==> config.mk <==
export PLATFORM = sky130hd
export DESIGN_NAME = instr_fetch_unit_flat
export DESIGN_NICKNAME = d
export VERILOG_FILES = /design/src/rtl/instr_fetch_unit_if.sv /design/src/rtl/instr_fetch_unit.sv /design/src/flat_wrapper.sv
export SDC_FILE = /design/constraint.sdc
export NUM_CORES = 1
export LEC_CHECK = 0
export ABC_AREA = 0
export CORE_ASPECT_RATIO = 1.25
export CORE_MARGIN = 2
export CORE_UTILIZATION = 48
export DETAILED_ROUTE_END_ITERATION = 6
export PLACE_DENSITY_LB_ADDON = 0.1
export SYNTH_ARGS = -nofsm -noshare
export SYNTH_HDL_FRONTEND = slang
export SYNTH_SLANG_ARGS = --single-unit
==> constraint.sdc <==
create_clock -name clk -period 4.35 [get_ports clk]
set_input_delay 1.305 -clock clk [delete_from_list [all_inputs] [get_ports clk]]
set_output_delay 1.305 -clock clk [all_outputs]
set_load 0.02 [all_outputs]
Figure 1. Signal wires by layer.
Two of the layers only.
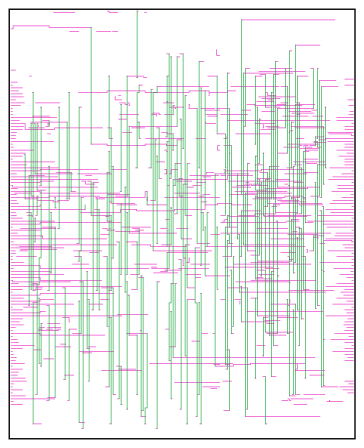
| colour | layer | wire length |
|---|---|---|
| green | met4 | 7750 um |
| magenta | met3 | 5490 um |
Total GRT Usage: 41.3%
DR WL/cell: 22.5 um

Figure 2. M1 wires.
The bar under the picture is 50 um long. Supply wires on this layer in grey.
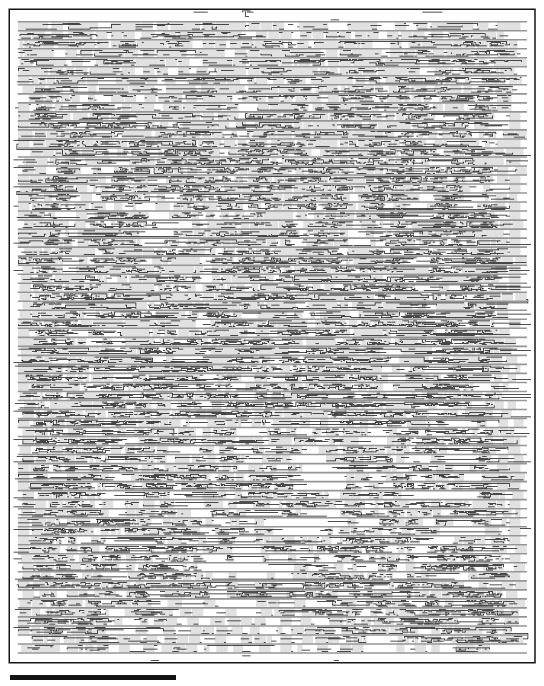
main direction: horizontal
wire length on this layer: 21.5 mm
longest straight run: 70.4 um
nets with wire on the layer: 2589
met1 Track Usage GR: 39.0%
Vias: 18.3k
final WL: 67.1 mm

==> results.yml <==
# physical design summary
status:
  outcome: "complete, but fails checks"
  violations: "negative setup slack"
detailed_routing:
  drc: 0
  drt_iter0_drc: 1587
  postRouteAntennaNets: 0
  firstDrtPassIters: 6
  via_per_inst: 6.14
pwr:
  power_mw: 13.5
  power.leakage_nw: 9.54
  power.density_nw_per_um2: 618
  ir_drop_v: 0.000351
job:
  tool_warnings: 30
  timing.max_cap.violations: 0
floorplanning:
  die_w_um: 158
  core_area_sq_um: 29300
  num_rows: 70
  boundaryPins: 389
  die_y_um: 197
  dieArea_sq_um: 31100
  initial_utilization_pct: 48.7
yosys:
  synthCells: 1911
  ys_cells: 1911
  ys.flops: 100
  synth-edff-count: 0
  yosys_warnings: 0
  netlist_area_sq_um: 14300
  ys_seq_share_pct: 17.6
  ys_chip_area_sq_um: 14300
  avgSynthCellArea_sq_um: 7.46
  synth_top_flop_cell: "dfrtp_1"
  ys_types: 92
  async_flop_share_pct: 100
worst_setup_path:
  rrSetupSlack_ns: 0.76
  max_stage_delay_ns: 0.57
  r2r_cells: 14
  cp_cell_sequence: "clkdlybuf4s50_1 > ha_1 > fa_2 > a21o_1 > nand4_1 > a21bo_2 > a32oi_1 > buf_4 > nand4_1 > a21o_1 > xor2_1 > a2111oi_1 > buf_4 > o22a_1"
  critPathArrivalTime_ns: 4.66
  worst-endpoint-required_ns: 4.65
  path_class: "primary input to flip-flop"
  critPathCaptureType: "flip-flop"
  critPathLaunchType: "primary input"
  cp_slowest_cell: "a2111oi_1"
  critPathMaxFanout: 3
placed_design:
  dpl_cell_area_sq_um: 20900
  routabilityCongestion: 1.02
  dp_worst_setup_slack_ns: -0.704
  placed_cells: 2953
  dp_hpwl_mm: 53.7
  port_buffers: 380
layout:
  area_delta_synth_final_pct: 53.2
  fin_area_sq_um: 21800
  nFillCells: 2285
  layout-drive-gt1-share_pct: 24.4
  final_cell_mix: "buf_4, clkdlybuf4s50_1, nand2_1, a21oi_1, nor2_1"
  stdcell_count: 2987
  regArea_sq_um: 2500
  fin_util_pct: 74.6
  layout.nets: 2870
  antenna_cells: 0
  largest_register_ffs: 62
  layout_top_cell: "buf_4"
  logic_area_sq_um: 11300
clocking:
  htreeDepth: 3
  clock-root-buffer: "clkbuf_16"
  clk_pin_slew_worst_paths_ns: 0.07
  clock-sinks: 100
  cts_tree: "done"
  hold_buffers: 0
  clk_path_buf_depth: 2
  numCtsBuffers: 9
  clock.latency.late_pin_ns: 0.37
timing:
  fmax_mhz: 230
  fin_crit_ns: 4.36
  final_max_slew_viol_count: 0
  tightestPinTransition_ns: 0.668
  finalHoldViolations: 0
  timing.slew.headroom_pct: 55.2
  grt_setup_unrepaired: "yes"
  fin_skew_ns: 0.0116
  totalNegativeSetupSlack_ns: -0.00810
  fin_ws_ns: -0.00662
  finalClockPeriodUsage_pct: 100
  whs_ns: 0.508
  setup_viol: 2
worst_hold_path:
  whs_path_depth: 1
  hold_class: "flip-flop to flip-flop"
global_route:
  antenna_found_initial: 3
  overflow: 0
  grt_pass1_wl_mm: 98.3
  grt_start_max_net_pins: 52
  grt_pass1_vias: 18300
-- metal layers --
layer	vias to the layer above	track usage, %	share of wire [%]
met5	-	0	0.021
met2	1077	71.3	48
met4	2	39.7	12
met3	415	10.8	8.2
met1	8489	39.0	32
li1	8345	-	-
-- synth_stat cells, types with 6 or more instances --
cell type / number / area share, %
buf_2: 10 / 0.35
inv_1: 41 / 1.1
o221ai_1: 11 / 0.68
a21oi_1: 202 / 7.1
nor2_1: 141 / 3.7
a211o_1: 6 / 0.37
xnor2_1: 100 / 6.1
a31oi_1: 22 / 0.97
and2_1: 13 / 0.57
nor3_1: 39 / 1.4
mux2i_1: 15 / 1.1
nand4_1: 39 / 1.7
o21ai_1: 11 / 0.39
a211oi_1: 33 / 1.7
or3_1: 19 / 0.83
ha_1: 123 / 11
dfrtp_1: 99 / 17
a21boi_0: 7 / 0.37
o21ai_0: 121 / 4.2
nand2b_1: 8 / 0.35
and3_1: 26 / 1.1
xor2_1: 61 / 3.7
nand2_1: 229 / 6.0
a21o_1: 45 / 2.4
o211ai_1: 19 / 1.0
buf_4: 69 / 3.6
a221oi_1: 14 / 0.86
mux2_2: 40 / 3.2
and4_1: 11 / 0.68
o21bai_1: 17 / 0.90
nand3_1: 64 / 2.2
o31ai_1: 15 / 0.79
a311oi_1: 6 / 0.37
buf_1: 7 / 0.18
nand3b_1: 16 / 0.84
nor4_1: 13 / 0.57
nor2b_1: 13 / 0.57
o21a_1: 15 / 0.79
clkbuf_1: 73 / 1.9
-- repair_timing --
action | in CTS | in global routing
setup endpoints to repair | 62 | 59
resized | 86 | 111
pin swaps | 7 | 26
setup buffers | 4 | 14
cloned | 0 | 0
-- worst max-delay path, delay by kind of cell --
family,cells,cell delay (ns)
XOR/XNOR,1,0.17
adder cells (fa/ha/maj),2,0.56
AND/OR/NAND/NOR,2,0.29
AND-OR/OR-AND,6,1.54
buffers and inverters,3,0.81
-- cell type report --
cell class                 instances  area share, %
clock inverter                     6          0.235
inverter                          42          0.733
sequential                       100           11.5
multi-input combinational       1613           51.7
tap                              396           2.27
clock buffer                      10           1.09
timing repair buffer             820           32.5
-- cell families (layout without fill, tap and decap cells) --
family / after synthesis / count (layout) / synth area share [%]
other: 1 / 6 / 0.0263
xor gates and xnor gates: 162 / 162 / 10.0
muxes: 56 / 56 / 4.37
and+or+nand+nor: 655 / 655 / 22.3
AOI/OAI and AO/OA: 609 / 609 / 27.3
DFF: 100 / 100 / 17.6
adders and majority gates: 125 / 125 / 11.1
buffers and inverters: 203 / 878 / 7.36
-- power by group --
group / internal (mW) / total (mW) / switching [mW]
clock: 0.414 / 0.831 / 0.417
sequential: 1.22 / 1.46 / 0.242
combinational: 4.96 / 11.2 / 6.25
Power figures rest on the tool's default switching activity, not on a simulated workload.
